<file path="src/rtl/tick_monitor.sv">
// tick_monitor: measures the spacing of a one-cycle enable strobe against a
// programmed period and tolerance, and tracks lock with a saturating error count.
module tick_monitor #(
    parameter int WIDTH      = 16,
    parameter int TOL        = 0,
    parameter int LOCK_COUNT = 4,
    parameter int ERR_W      = 8
) (
    input  logic             clk,
    input  logic             reset,
    input  logic             en,
    input  logic             tick,
    input  logic [WIDTH-1:0] period,
    input  logic             clear_err,
    output logic             locked,
    output logic             err_pulse,
    output logic [WIDTH-1:0] last_period,
    output logic [ERR_W-1:0] err_count
);

    localparam int GW = $clog2(LOCK_COUNT + 1);
    localparam logic [GW-1:0] LC = GW'(LOCK_COUNT);
    localparam logic [WIDTH+1:0] TOL_X = (WIDTH + 2)'(TOL);

    typedef enum logic [1:0] {
        IDLE,
        FIRST,
        ACQUIRE,
        LOCKED
    } state_t;

    state_t           state_q, state_d;
    logic [WIDTH-1:0] cnt_q, cnt_d;
    logic [GW-1:0]    good_q, good_d;
    logic             to_q, to_d;
    logic [WIDTH-1:0] last_q, last_d;
    logic             locked_q;
    logic             err_pulse_q;
    logic [ERR_W-1:0] err_count_q;
    logic             err_ev;

    logic [WIDTH+1:0] per_x, hi_x, lo_x, cnt_x;
    logic             in_win, at_tmo;
    logic [WIDTH-1:0] cnt_inc;

    // Window math carries two spare bits so period+TOL+1 never wraps.
    always_comb begin
        per_x   = {2'b00, period};
        cnt_x   = {2'b00, cnt_q};
        hi_x    = per_x + TOL_X;
        lo_x    = (per_x >= TOL_X) ? per_x - TOL_X : '0;
        in_win  = (cnt_x >= lo_x) && (cnt_x <= hi_x);
        at_tmo  = (cnt_x == hi_x + 1'b1);
        cnt_inc = (&cnt_q) ? cnt_q : cnt_q + 1'b1;
    end

    always_comb begin
        logic bad;
        logic good_ev;
        state_d = state_q;
        cnt_d   = cnt_q;
        good_d  = good_q;
        to_d    = to_q;
        last_d  = last_q;
        err_ev  = 1'b0;
        bad     = 1'b0;
        good_ev = 1'b0;
        if (!en) begin
            state_d = IDLE;
            cnt_d   = '0;
            good_d  = '0;
            to_d    = 1'b0;
        end else begin
            unique case (state_q)
                IDLE: state_d = FIRST;
                FIRST: begin
                    if (tick) begin
                        cnt_d   = WIDTH'(1);
                        good_d  = '0;
                        state_d = ACQUIRE;
                    end else begin
                        cnt_d = cnt_inc;
                    end
                end
                ACQUIRE, LOCKED: begin
                    if (tick) begin
                        cnt_d = WIDTH'(1);
                        // First tick after a timeout only re-arms the counter.
                        if (to_q) begin
                            to_d = 1'b0;
                        end else begin
                            last_d = cnt_q;
                            if (in_win) good_ev = 1'b1;
                            else        bad     = 1'b1;
                        end
                    end else begin
                        cnt_d = cnt_inc;
                        if (!to_q && at_tmo) begin
                            to_d = 1'b1;
                            bad  = 1'b1;
                        end
                    end
                    if (good_ev && state_q == ACQUIRE) begin
                        good_d = good_q + 1'b1;
                        if (good_q + 1'b1 == LC) state_d = LOCKED;
                    end
                    if (bad) begin
                        good_d  = '0;
                        state_d = ACQUIRE;
                        err_ev  = (state_q == LOCKED);
                    end
                end
                default: state_d = IDLE;
            endcase
        end
    end

    always_ff @(posedge clk or negedge reset) begin
        if (!reset) begin
            state_q     <= IDLE;
            cnt_q       <= '0;
            good_q      <= '0;
            to_q        <= 1'b0;
            last_q      <= '0;
            locked_q    <= 1'b0;
            err_pulse_q <= 1'b0;
            err_count_q <= '0;
        end else begin
            state_q     <= state_d;
            cnt_q       <= cnt_d;
            good_q      <= good_d;
            to_q        <= to_d;
            last_q      <= last_d;
            locked_q    <= (state_d == LOCKED);
            err_pulse_q <= err_ev;
            if (clear_err) begin
                err_count_q <= '0;
            end else if (err_ev && !(&err_count_q)) begin
                err_count_q <= err_count_q + 1'b1;
            end
        end
    end

    assign locked      = locked_q;
    assign err_pulse   = err_pulse_q;
    assign last_period = last_q;
    assign err_count   = err_count_q;

endmodule

</file>
<file path="config.mk">
export PLATFORM = sky130hd
export DESIGN_NAME = tick_monitor
export DESIGN_NICKNAME = d
export VERILOG_FILES = /design/src/rtl/tick_monitor.sv
export SDC_FILE = /design/constraint.sdc
export NUM_CORES = 1
export LEC_CHECK = 0
export ABC_CLOCK_PERIOD_IN_PS = 8500
export CAP_MARGIN = 20
export CORE_MARGIN = 1
export CORE_UTILIZATION = 25
export DETAILED_ROUTE_END_ITERATION = 10
export SLEW_MARGIN = 5
export SYNTH_ARGS = -nofsm -noshare
export SYNTH_HDL_FRONTEND = slang
export SYNTH_SLANG_ARGS = --single-unit
</file>
<file path="constraint.sdc">
create_clock -name clk -period 8.5 [get_ports clk]
set_input_delay 1.275 -clock clk [delete_from_list [all_inputs] [get_ports clk]]
set_output_delay 1.275 -clock clk [all_outputs]
set_load 0.03 [all_outputs]
</file>
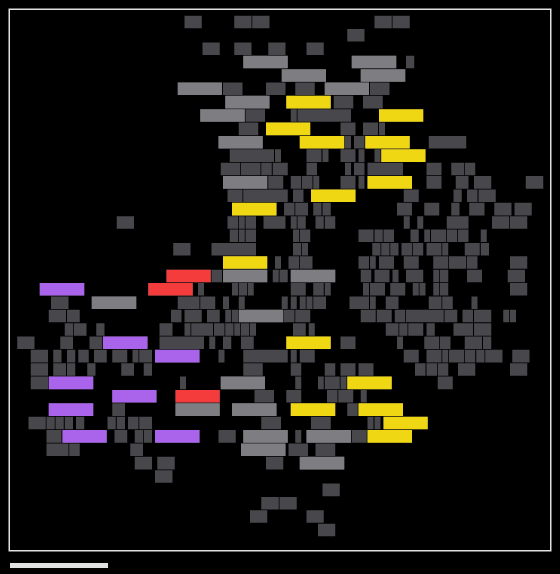
*Sequential cells grouped by signal name, run 1*
The bar under the picture is 20 um long. Other sequential cells in the stronger gray, the rest of the logic in the fainter gray.
Purple marks `err_count`, placed flops 8. Yellow marks `cnt_q`, placed flops 16. Red marks `good_q`, placed flops 3.
Another 21 sequential cells are not colored.

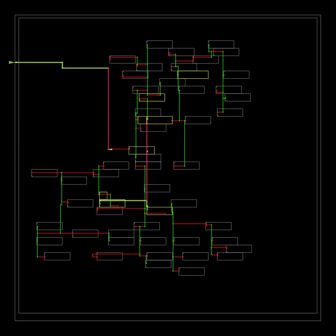
*Clock routing, run 1*
CTS Buf Count: 5
CLK BUF: 5
clock-net power: 0.000227 W
Clock Skew: 0.00901 ns
clk_lat worst skew: 0.29 ns

==> CHANGELOG.md, run 1 <==
## Implementation

- Max-slew headroom: 0.298
- Hold Crit Endpoint: last_period[2]
- Flops after synth: roughly 48
- Met2 GRT Util: 0.204
- Fraction of synthesis flops using an asynchronous set or reset pin: 1.00
- Hold Slack: a little over 0.5 ns
- Port Buffers: roughly 46
- Met3 track demand over resource: 0.0172
- Wire length on met1: between 3000 and 4000 um
- Commonest cells in the netlist: dfrtp_1 (48), nor2_1 (34), nand2_1 (20)
- Leak: between 1.5 and 2 nW
- R2R setup slack: ~5.3 ns
- Min-delay src: last_period[2]
- Die W: approximately 110 um
- CTS max path bufs: 2
- Synth unique cells: around 47
- Combinational power share: 0.124
- Outcome: completed
- Max-area cell share: 0.413
- Sink Count: 48
- Worst-margin pin slew: 1.05 ns
- Synth Seq Share: 0.413
- CP delay by family, top: simple AND/OR/NAND/NOR gates
- Met3 wire len: around 320 um
- Post-CTS Hold Fix Bufs: 0
- Routability-driven placement congestion ratio: approximately 0.81
- EDFF count, synth: 0
- Fraction of layout cells with a size suffix above 1: 0.0917
- Int Power: roughly 0.00040 W
- Largest net degree at the start of global routing: 49
- Yosys stat area: 2910 um^2
- Synth area leaders: dfrtp_1 (41%), mux2_2 (6.2%), xnor2_1 (5.7%), xor2_1 (5.1%), nor2_1 (4.4%)
- Critical path origin: period[1]
- Worst min-delay path class: flop to flop
- Final antenna-violating net count: 0
- Vias/cell: ~5.0
- Post-synthesis cell count from yosys: 308
- PwrDens: 144 nW/um^2
- CP max stage delay: a little under 0.6 ns
- Setup_tns: 0 ns
- Mapped cell area: around 2900 um^2
- Number of remaining DRC errors: 0
- Grt total ovfl: 0
- Initial antenna violation count: 0
- Syn. warnings: 0
- Area growth, synth to finish: 26.2%
- TritonRoute pass-1 iters: 4
- Synthesized area per cell: between 9 and 10 um^2
- Crit path depth: 10
- Vias in the first global route: between 2k and 2.5k
- Wire length of the first global-routing pass: about 12000 um
- Global-route met1 utilization: 0.167
- Syn Inst Count: 308
- Non-filler cells, final: slightly below 500
- Leading cell type by number of instances after synthesis: dfrtp_1
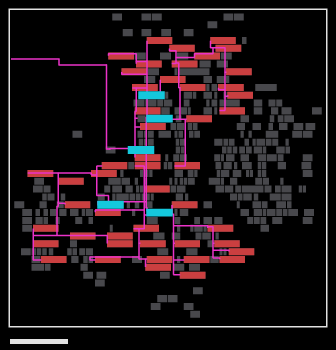
*Clock network drawn from the DEF, run 1*
The bar under the picture is 20 um long.
Magenta marks clock wires, length 597 um. Cyan marks clock drivers, count 5. Red marks flip-flops, count 48.
There are 6 routed clock nets.

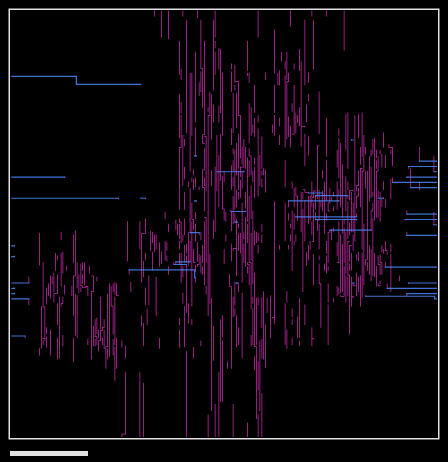
*Signal wires by layer, run 1*
The bar under the picture is 20 um long. Two of the layers only.
Blue marks metal 3, wire length 317 um. Magenta marks metal 2, wire length 3450 um.

-- run 1: worst register-to-register path: stages (launching register included) --
cell      delay [ns]
dfrtp_1         0.48
xor2_1          0.23
nand3_1         0.10
o21bai_1        0.17
or4_1           0.53
a2111o_1        0.38
o31a_1          0.51
or4_1           0.58
a21oi_1         0.16
-- run 1: sequential cells by signal, indices dropped and copies added, names as in the netlist --
register     flops
good_q           3
cnt_q           16
err_count        8
locked           1
state_q          2
last_period     16
err_pulse        1
to_q             1
-- run 1: area by class of cell --
| type | instances | area [um^2] | area share |
|---|---|---|---|
| multi-input combinational | 237 | 1610 | 0.439 |
| sequential | 48 | 1200 | 0.327 |
| timing repair buffer | 47 | 475 | 0.130 |
| tap | 143 | 179 | 0.0487 |
| clock buffer | 5 | 125 | 0.0341 |
| clock inverter | 3 | 46.3 | 0.0126 |
| inverter | 9 | 33.8 | 0.00920 |
-- run 1: kinds of logic (layout without fill, tap and decap cells) --
group | count (synthesis) | after routing | synth area share
AND-OR/OR-AND | 53 | 53 | 0.121
adder cells (fa/ha/maj) | 5 | 5 | 0.0215
multiplexers | 18 | 18 | 0.0688
flip-flops | 48 | 48 | 0.413
buffers and inverters | 23 | 64 | 0.0335
XOR/XNOR | 36 | 36 | 0.108
AND/OR/NAND/NOR | 125 | 125 | 0.234
-- run 1: per-stage QoR --
step | cell area (um^2) | power (W) | setup WS (ns)
after floorplan | 2910 | 0.000275 | 4.57
after global placement | 3480 | 0.000306 | 3.68
after detailed placement | 3480 | 0.000306 | 3.59
after CTS | 3650 | 0.000534 | 3.86
after global routing | 3670 | 0.000549 | 3.66
final | 3670 | 0.000530 | 3.85
### Placed cells, one color a class, run 1

Fill, decap, tap and diode cells in gray.
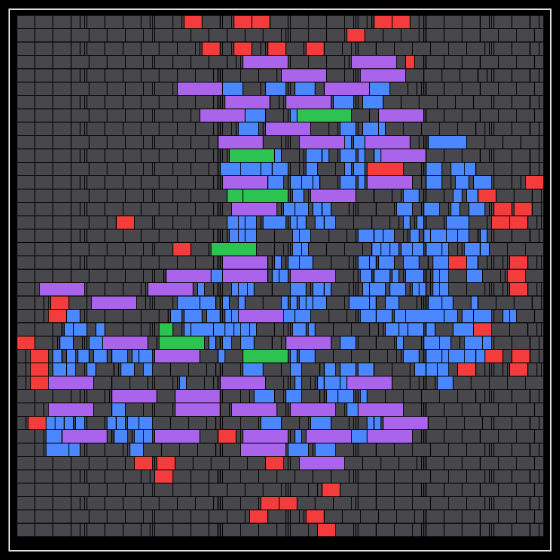

==> run 2: changes to the inputs <==
- ABC_CLOCK_PERIOD_IN_PS: 8500 -> 4750
- clock period: 8.5 -> 4.75 ns (I/O delays scaled with it)
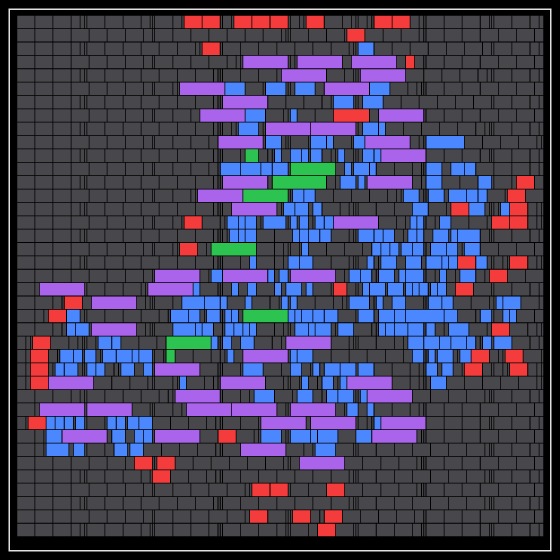
*Placed cells, one color a class, run 2*
Fill, decap, tap and diode cells in gray.
Red marks remaining buffers and delay cells, cells 48, share of their area 14%. Purple marks sequential cells, cells 48, share of their area 34%. Green marks clock drivers and dummy loads, cells 8, share of their area 4.8%. Blue marks combinational and other logic, cells 246, share of their area 47%.

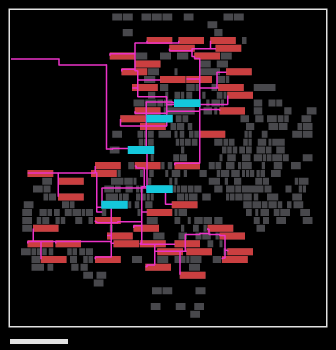
*Clock network drawn from the DEF, run 2*
The bar under the picture is 20 um long.
Red marks flip-flops, count 48. Magenta marks clock wires, length 651 um. Cyan marks clock drivers, count 5.
There are 6 routed clock nets.

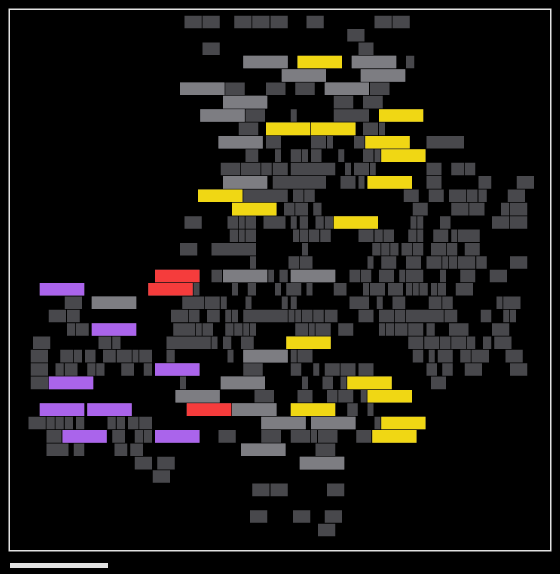
*Sequential cells grouped by signal name, run 2*
The bar under the picture is 20 um long. Other sequential cells in the stronger gray, the rest of the logic in the fainter gray.
Purple marks `err_count`, placed flops 8. Red marks `good_q`, placed flops 3. Yellow marks `cnt_q`, placed flops 16.
Another 21 sequential cells are not colored.

==> run 2 against run 1 <==
  * Die size unchanged
  * Register-to-register slack worse by 3.7 ns
  * Setup slack worse by 3.2 ns
  * Clock-buffer cell count unchanged
  * Wire length up 1.6%
  * Sequential power up 79%
==> CHANGELOG.md, run 2 <==
## Implementation

- EDFF count, synth: 0 (unchanged)
- Gr usage total: 0.126
- Post-Route WL: roughly 7400 um
- Htree depth: 2
- HPWL after DPL: 5410 um
- Initial DRC Count: about 150
- Min setup slack post-route: 0.643 ns (-3.21 ns)
- Met3 wire len: 417 um (+32%)
- Flops after synth: 48 (unchanged)
- Die height: about 110 um
- Clk_lat worst skew: 0.28 ns (about the same)
- FP Util: 0.256
- Design area: 3670 um^2 (+0.10%)
- Max-slew headroom: 0.530 (+0.232)
- Vias in the first global route: 2361 (-1.9%)
- CP endpoint kind: flop
- Grt total ovfl: 0 (unchanged)
- Most used cell, CP: or4_1
- Final period util: 0.865
- Largest net degree at the start of global routing: 49 (unchanged)
- Post-synthesis cell count from yosys: 308 (unchanged)
- Fmax: between 200 and 250 MHz
- Yosys stat area: 2910 um^2 (unchanged)
- R2R depth: 8
- Post-CTS Setup Bufs: 0
- Setup_tns: 0 ns (unchanged)
- CP Launch Type: input pin
- Final tally of setup violations: 0
- Place WS: 0.370 ns (-3.22 ns)
- Hold Violations, Final: 0
- Top Metal Used: met4
- Critical path class: input pin to flop
- CP max stage delay: 0.59 ns (about the same)
- R2R setup slack: 1.56 ns (-3.74 ns)
- Worst min-delay path class: input pin to async pin
- Area growth, synth to finish: 26.3%
- Routability-driven placement congestion ratio: 0.807 (about the same)
- Most frequent cells in the layout: dfrtp_1 (48), clkdlybuf4s50_1 (45), nor2_1 (34)
- Synthesized area per cell: 9.44 um^2 (unchanged)
- CTS tree: built
- Syn. warnings: 0 (unchanged)
- CTS max path bufs: 2 (unchanged)
- PwrDens: 257 nW/um^2 (+78%)
- Wire length of the first global-routing pass: 11900 um (+1.0%)
- Reg clk slew, reported paths: 0.07 ns
- CTS Buf Count: 5 (unchanged)
- Synth Seq Share: 0.413 (unchanged)
- Fraction of synthesis flops using an asynchronous set or reset pin: 1.00 (unchanged)
- Sink Count: 48 (unchanged)
- Mapped cell area: 2910 um^2 (unchanged)
- Placed Cells: about 480
- Unrepaired setup endpoints after global routing: no
- Critical Path Fanout Max: 20
- Total power: 0.000946 W (+79%)
- Slowest CP cell: clkdlybuf4s50_1
- Placed Area: 3480 um^2 (unchanged)
- Syn Inst Count: 308 (unchanged)
- # IOs: 47
- Commonest cells in the netlist: dfrtp_1 (48), nor2_1 (34), nand2_1 (20)
- Clock Skew: 0.00468 ns (-0.00432 ns)
- Synth area leaders: dfrtp_1 (41%), mux2_2 (6.2%), xnor2_1 (5.7%), xor2_1 (5.1%), nor2_1 (4.4%)
- Resized cells post-CTS: 0
- Non-filler cells, final: 493 (+0.20%)
- Crit path depth: 10 (unchanged)
- Die W: 110 um (unchanged)
- Initial antenna violation count: 0 (unchanged)
- Outcome: completed
- TritonRoute pass-1 iters: 4 (unchanged)
- Vias/cell: 4.99 (-1.0%)
- Worst-margin pin slew: 0.698 ns (-0.347 ns)
- Final #Nets: between 300 and 400
- Synth unique cells: 47 (unchanged)
- Fraction of layout cells with a size suffix above 1: 0.0943 (+0.00260)
- Leak: 1.54 nW (+0.26%)
- Max-area cell share: 0.413 (unchanged)
- Met2 WL: approximately 3500 um
- Wire length on met1: 3420 um (+0.32%)
- Antenna diodes: 0
- Post-CTS Hold Fix Bufs: 0 (unchanged)
- Number of remaining DRC errors: 0 (unchanged)
- Port Buffers: 46 (unchanged)
- Leading cell type by number of instances after synthesis: dfrtp_1
- CP delay by family, top: simple AND/OR/NAND/NOR gates
- Final antenna-violating net count: 0 (unchanged)
-- run 2: final timing paths --
check	start	end
hold / removal	reset	cnt_q[8]
setup reg to reg	cnt_q[0]	err_count[6]
setup / recovery	period[1]	err_count[6]
hold reg to reg	last_period[11]	last_period[11]
min in group clk	last_period[11]	last_period[11]
max in group asynchronous	reset	err_pulse
-- run 2: through the flow --
stage                     hold WS [ns]   util
after floorplan                  0.417      -
after global placement           0.493  0.306
after detailed placement         0.500  0.306
after CTS                        0.517  0.321
after global routing             0.315  0.323
final                            0.302  0.323
-- run 2: per-layer routing --
| metal | track usage | vias to the layer above |
|---|---|---|
| li1 | - | 1201 |
| met1 | 0.172 | 1190 |
| met2 | 0.197 | 60 |
| met3 | 0.0279 | 9 |
| met4 | 0.0400 | 0 |
| met5 | 0 | - |
-- run 2: power breakdown --
group / switching, W / internal, W / total (W)
sequential: 0.00000898 / 0.000416 / 0.000425
combinational: 0.0000703 / 0.0000484 / 0.000119
clock: 0.000155 / 0.000248 / 0.000403
-- run 2: area by class of cell --
class / count / area (um^2)
repair buffers: 48 / 483
flip-flops and latches: 48 / 1200
multi-input cells: 237 / 1610
inverters: 9 / 33.8
clock buffers: 5 / 125
fillers: 1162 / 7690
clock inverters: 3 / 42.5
well taps: 143 / 179
-- run 2: cells by family after synthesis --
group / Yosys count / share of synthesized area
xor+xnor: 36 / 0.108
mux: 18 / 0.0688
flops: 48 / 0.413
compound gates: 53 / 0.121
fa+ha+maj: 5 / 0.0215
buf+inv: 23 / 0.0335
simple gates: 125 / 0.234
-- run 2: worst register-to-register path, cell delays in order (launching register included) --
cell,delay (ns)
dfrtp_1,0.48
xor2_1,0.23
nand3_1,0.10
o21bai_1,0.16
or4_1,0.52
a2111o_1,0.38
o31a_1,0.51
or4_1,0.58
a21oi_1,0.16
Power figures rest on the tool's default switching activity, not on a simulated workload.
